**Clock wires, drivers and flops**

Scale bar: 50 µm.
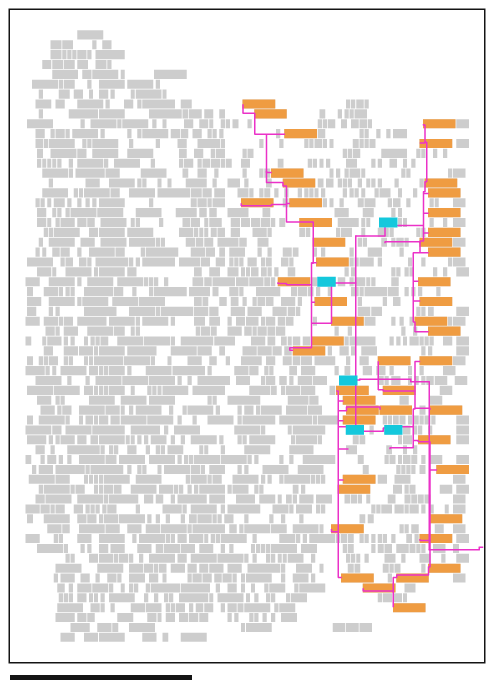
**Signal wires by layer**

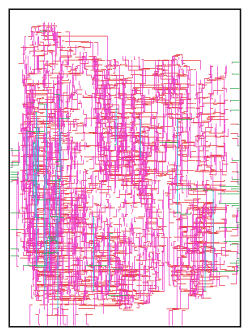
**I/O pins on the die edge**

Pins as bars across the die edge, other pins in gray.
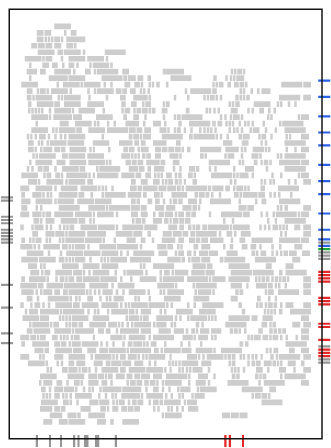
**Placed cells, one color a class**

Fill, decap, tap and diode cells in gray.
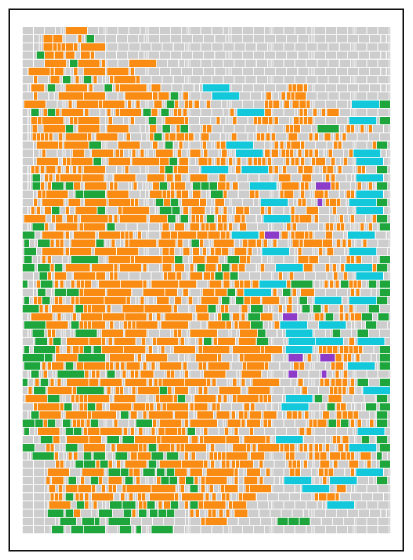
==> src/rtl/fxp_mul_pipe.sv <==
// Two-stage pipelined signed fixed-point multiplier with round/shift, output saturation and a
// saturating count of clamped results. Valid/ready on both sides, single global stall enable.
module fxp_mul_pipe #(
    parameter int unsigned IN_W  = 12,
    parameter int unsigned FRAC  = 8,
    parameter int unsigned OUT_W = 12,
    parameter int unsigned RND   = 1,
    parameter int unsigned CNT_W = 16
) (
    input  logic             clk,
    input  logic             rst_n,
    input  logic             in_valid,
    output logic             in_ready,
    input  logic [IN_W-1:0]  in_a,
    input  logic [IN_W-1:0]  in_b,
    output logic             out_valid,
    input  logic             out_ready,
    output logic [OUT_W-1:0] out_p,
    output logic             out_sat,
    output logic [CNT_W-1:0] sat_cnt,
    input  logic             sat_cnt_clr
);

    localparam int unsigned PW = 2 * IN_W;
    localparam int unsigned RW = PW + 1;

    localparam logic signed [RW-1:0] RndAdd =
        (RND != 0 && FRAC > 0) ? (RW'(1) << (FRAC - 1)) : '0;
    localparam logic signed [RW-1:0] MaxV = {{(RW - OUT_W + 1){1'b0}}, {(OUT_W - 1){1'b1}}};
    localparam logic signed [RW-1:0] MinV = {{(RW - OUT_W + 1){1'b1}}, {(OUT_W - 1){1'b0}}};

    logic                    adv;
    logic                    s1_v_q;
    logic signed [PW-1:0]    s1_p_q;
    logic signed [PW-1:0]    s1_p_d;
    logic signed [PW-1:0]    a_ext;
    logic signed [PW-1:0]    b_ext;
    logic signed [RW-1:0]    sum;
    logic signed [RW-1:0]    r;
    logic                    out_valid_q;
    logic [OUT_W-1:0]        out_p_q;
    logic [OUT_W-1:0]        out_p_d;
    logic                    out_sat_q;
    logic                    out_sat_d;
    logic [CNT_W-1:0]        sat_cnt_q;
    logic [CNT_W-1:0]        sat_cnt_d;

    // Whole pipe moves together; an empty output slot lets bubbles collapse.
    assign adv      = !out_valid_q || out_ready;
    assign in_ready = adv;

    assign a_ext  = {{IN_W{in_a[IN_W-1]}}, in_a};
    assign b_ext  = {{IN_W{in_b[IN_W-1]}}, in_b};
    assign s1_p_d = a_ext * b_ext;

    always_ff @(posedge clk or negedge rst_n) begin
        if (!rst_n) begin
            s1_v_q <= 1'b0;
            s1_p_q <= '0;
        end else if (adv) begin
            s1_v_q <= in_valid;
            if (in_valid) begin
                s1_p_q <= s1_p_d;
            end
        end
    end

    // One extra bit of headroom keeps the rounding add from wrapping at the most positive product.
    always_comb begin
        sum       = {s1_p_q[PW-1], s1_p_q} + RndAdd;
        r         = sum >>> FRAC;
        out_p_d   = r[OUT_W-1:0];
        out_sat_d = 1'b0;
        if (r > MaxV) begin
            out_p_d   = {1'b0, {(OUT_W - 1){1'b1}}};
            out_sat_d = 1'b1;
        end else if (r < MinV) begin
            out_p_d   = {1'b1, {(OUT_W - 1){1'b0}}};
            out_sat_d = 1'b1;
        end
    end

    always_ff @(posedge clk or negedge rst_n) begin
        if (!rst_n) begin
            out_valid_q <= 1'b0;
            out_p_q     <= '0;
            out_sat_q   <= 1'b0;
        end else if (adv) begin
            out_valid_q <= s1_v_q;
            if (s1_v_q) begin
                out_p_q   <= out_p_d;
                out_sat_q <= out_sat_d;
            end
        end
    end

    always_comb begin
        sat_cnt_d = sat_cnt_q;
        if (sat_cnt_clr) begin
            sat_cnt_d = '0;
        end else if (out_valid_q && out_ready && out_sat_q && (sat_cnt_q != '1)) begin
            sat_cnt_d = sat_cnt_q + CNT_W'(1);
        end
    end

    always_ff @(posedge clk or negedge rst_n) begin
        if (!rst_n) begin
            sat_cnt_q <= '0;
        end else begin
            sat_cnt_q <= sat_cnt_d;
        end
    end

    assign out_valid = out_valid_q;
    assign out_p     = out_p_q;
    assign out_sat   = out_sat_q;
    assign sat_cnt   = sat_cnt_q;

endmodule

==> config.mk <==
export PLATFORM = sky130hd
export DESIGN_NAME = fxp_mul_pipe
export DESIGN_NICKNAME = d
export VERILOG_FILES = /design/src/rtl/fxp_mul_pipe.sv
export SDC_FILE = /design/constraint.sdc
export NUM_CORES = 1
export LEC_CHECK = 0
export ABC_AREA = 1
export CELL_PAD_IN_SITES_DETAIL_PLACEMENT = 0
export CELL_PAD_IN_SITES_GLOBAL_PLACEMENT = 1
export CORE_ASPECT_RATIO = 1.4
export CORE_MARGIN = 4
export CORE_UTILIZATION = 40
export CTS_BUF_LIST = sky130_fd_sc_hd__clkbuf_8
export CTS_CLUSTER_SIZE = 24
export DETAILED_ROUTE_END_ITERATION = 8
export HOLD_SLACK_MARGIN = 0.08
export PLACE_DENSITY_LB_ADDON = 0.3
export SKIP_CTS_REPAIR_TIMING = 1
export SLEW_MARGIN = 20
export SYNTH_ARGS = -nofsm -noshare
export SYNTH_HDL_FRONTEND = slang
export SYNTH_SLANG_ARGS = --single-unit
==> constraint.sdc <==
create_clock -name clk -period 2 [get_ports clk]
set_input_delay 0.4 -clock clk [delete_from_list [all_inputs] [get_ports clk]]
set_output_delay 0.4 -clock clk [all_outputs]
set_load 0.005 [all_outputs]
==> Changelog: implementation <==
### Physical design

* Top delay family on crit path: adder cells
* CTS root buffer: clkbuf_8
* Top FF cell, synth: dfrtp_1
* YS chip area at 8410 µm²
* Final Hold Viols at 0
* Crit-path max FO at 5
* CTS sink cnt at 48
* Drt pass-1 iters at 4
* Top Layout Cells: nand2_1 (268), inv_1 (234), fa_1 (122)
* Min-Delay Endpoint: out_valid
* Simple share at between 20% and 30%
* Largest net degree at the start of global routing at 21
* Most frequent CP cell: fa_1
* Cycle use final at 230%
* R2R cell count at 14
* Top Ports at about 60
* CP endpoint kind: register
* Global route overflow at 0
* Slowest cell on crit path: fa_2
* Min-delay src: s1_v_q
* Unrepaired setup endpoints after global routing: yes
* Crit path buf inv count at 7
* Average vias per placed instance at 4.71
* Total Routing Usage GR at 18.2%
* Outcome: complete, but fails checks
* Crit path kind: in2reg
* Mean area per synthesized cell at 7.48 µm²
* Top cells, area: fa_1 (32%), nand2_1 (14%), dfrtp_1 (14%)
* Area delta synth->final at 39.9%
* Total CTS buffers at 5
* CP Launch Point: in_a[11]
* Async S/R FF share, synth at 100%
* Critical Path Start Type: primary input
* R2R Setup Slk at ~160 ps
* Remaining DRCs at 0
* Relative slew slack at 70.5%
* Avg WL per Cell at between 10 and 15 µm
* Worst-Margin Slew at between 400 and 500 ps
* CP Data Arrival Time at between 4000 and 5000 ps
* # diodes at 0
* DIE AREA at 23400 µm²
* Final ANT Viol Nets at 0
* Initial Util at 40.8%
* Nets at 1541
* Worst path cell trace: buf_8 -> buf_12 -> nand2_4 -> inv_4 -> fa_2 -> inv_2 -> fa_2 -> buf_4 -> fa_1 -> fa_1 -> fa_1 -> inv_1 -> ha_4 -> nand4_1 -> inv_1 -> a21oi_2 -> nand3_2 -> or2_4 -> nand3_2 -> nand2_1
* Unique cell types at 38
* Largest area contributor in the netlist: fa_1
* Log Warnings at 28
* DP HPWL at 18000 µm
* Reg2Reg Capture Point: sat_cnt[13]
* Worst R2R Start: sat_cnt[1]
* Fin. max-slew vios at 0
* Minimum clock period at ~4600 ps
* DR iter-0 viols at 194
* Critical Path Stages at 20
* Final WL at approximately 22000 µm
* Adder-Cell Fraction of Synth Area at about 40%
* Failing checks: negative setup slack
* Endpoints failing setup at 17
* Seq share, synth at around 14%
* Routability congestion estimate at 0.869
* Yosys xor share at a little under 3%
* H-Tree Depth at 2
* Hold Crit Depth at 2
* Vias at between 7000 and 8000
* Area leader share at 32.4%
* Synthesized area at 8410 µm²
* Clock tree buffer depth at 2
* Setup WS post-layout at -2590 ps
* Global-route wire length before repair at 35200 µm
* CTS clk-pin slew, worst paths at 100 ps
* Syn Nets at 1339
* Post-DP Area at 10600 µm²
* Syn Inst Count at 1124
* TritonCTS clock tree: done
* Final Instance Count excl. Fillers at about 1600
* Hold Crit Class: reg2reg
* Warnings from Yosys at 0
* Mux share at 0%
* Max-cap violations at 0
* Number of synthesized register bits at about 48
* Critical path destination: s1_p_q[23]
* Flip-flops with a built-in enable at 0
* Share of cells above drive strength 1 at between 30% and 40%
* AND-OR/OR-AND share of the synthesized area at under 10%
* Critical path required time at 2210 ps
* Top logic family: adder cells
* Initial antenna violation count at 0
* Highest clock rate at 218 MHz
* Dpl cells at between 1500 and 2000
* Largest stage delay on the critical path at between 600 and 700 ps
* Vias in the first global route at roughly 7700
* Ys cells at 1124
* Most numerous logic cell after layout: nand2_1
Notes on 'clock wires, drivers and flops' above:
[cyan] clock-net drivers | count: 5
[magenta] clock wires | length: 632 µm
[orange] flip-flops | count: 48
routed clock nets: 6
skew final: 13.5 ps
clk_lat worst skew: 310 ps

Notes on 'signal wires by layer' above:
[green] M3 | wire length: 389 µm
[magenta] M2 | wire length: 12200 µm
[red] M1 | wire length: 8310 µm
[cyan] M4 | wire length: 802 µm

Notes on 'I/O pins on the die edge' above:
[blue] out_p | pins: 12 | direction: output | edge: right
[green] in_valid | pins: 1 | direction: input | edge: right
[red] sat_cnt | pins: 16 | direction: output | edge: 13 right, 3 bottom
IO Port Bufs: 59
die x size: 131 µm

Notes on 'placed cells, one color a class' above:
[orange] remaining logic cells | cells: 1045 | share of their area: 70%
[cyan] registers | cells: 48 | share of their area: 10%
[purple] clock drivers and dummy loads | cells: 8 | share of their area: 0.77%
[green] remaining buffers and delay cells | cells: 226 | share of their area: 19%
fin area: 11800 µm²
Core Rows: 62
core area: 20600 µm²
final core occ: 57.0%

kinds of logic (layout without fill, tap and decap cells):
logic type / Yosys count / in the layout
fa+ha+maj: 186 / 186
compound gates: 69 / 69
xor+xnor: 28 / 28
flops: 48 / 48
simple gates: 474 / 474
buf+inv: 319 / 522
metal layers:
| layer | routed length, µm | share of wire (%) | global-route usage [%] |
|---|---|---|---|
| met5 | 0 | 0 | 0 |
| met4 | 801 | 3.7 | 4.61 |
| met3 | 389 | 1.8 | 0.802 |
| met2 | 12200 | 56 | 36.0 |
| met1 | 8310 | 38 | 20.6 |
state kept, by name (all words and copies together) (netlist names):
register / cells
out_sat: 1
out_p: 12
out_valid: 1
s1_p_q: 17
s1_v_q: 1
sat_cnt: 16
stage by stage:
stage | setup TNS (ps) | hold slack, ps | setup WS [ps]
global route | -42320 | 506 | -2760
detailed placement | -53460 | 375 | -3440
CTS | -47850 | 33.0 | -3100
finish | -39490 | 469 | -2590
global placement | -52880 | 375 | -3400
floorplan | -38180 | 104 | -2550
synth_stat cells, types with 3 or more instances:
cell / count
a21oi_1: 26
a31oi_1: 4
clkbuf_1: 28
dfrtp_1: 48
fa_1: 136
ha_1: 50
inv_1: 284
inv_2: 3
nand2_1: 322
nand2_2: 12
nand3_1: 35
nand3b_1: 6
nand4_1: 9
nor2_1: 58
nor2_2: 3
nor3_1: 12
o21ai_0: 28
o31ai_1: 3
or2_2: 7
xnor2_1: 10
xor2_1: 18
layout make-up:
cell class                 count  area [µm²]
timing repair buffer         226        2170
sequential                    48        1200
clock inverter                 3        18.8
clock buffer                   5        68.8
tap                          256         320
fill                        1915        8870
multi-input combinational    757        6900
inverter                     288        1090
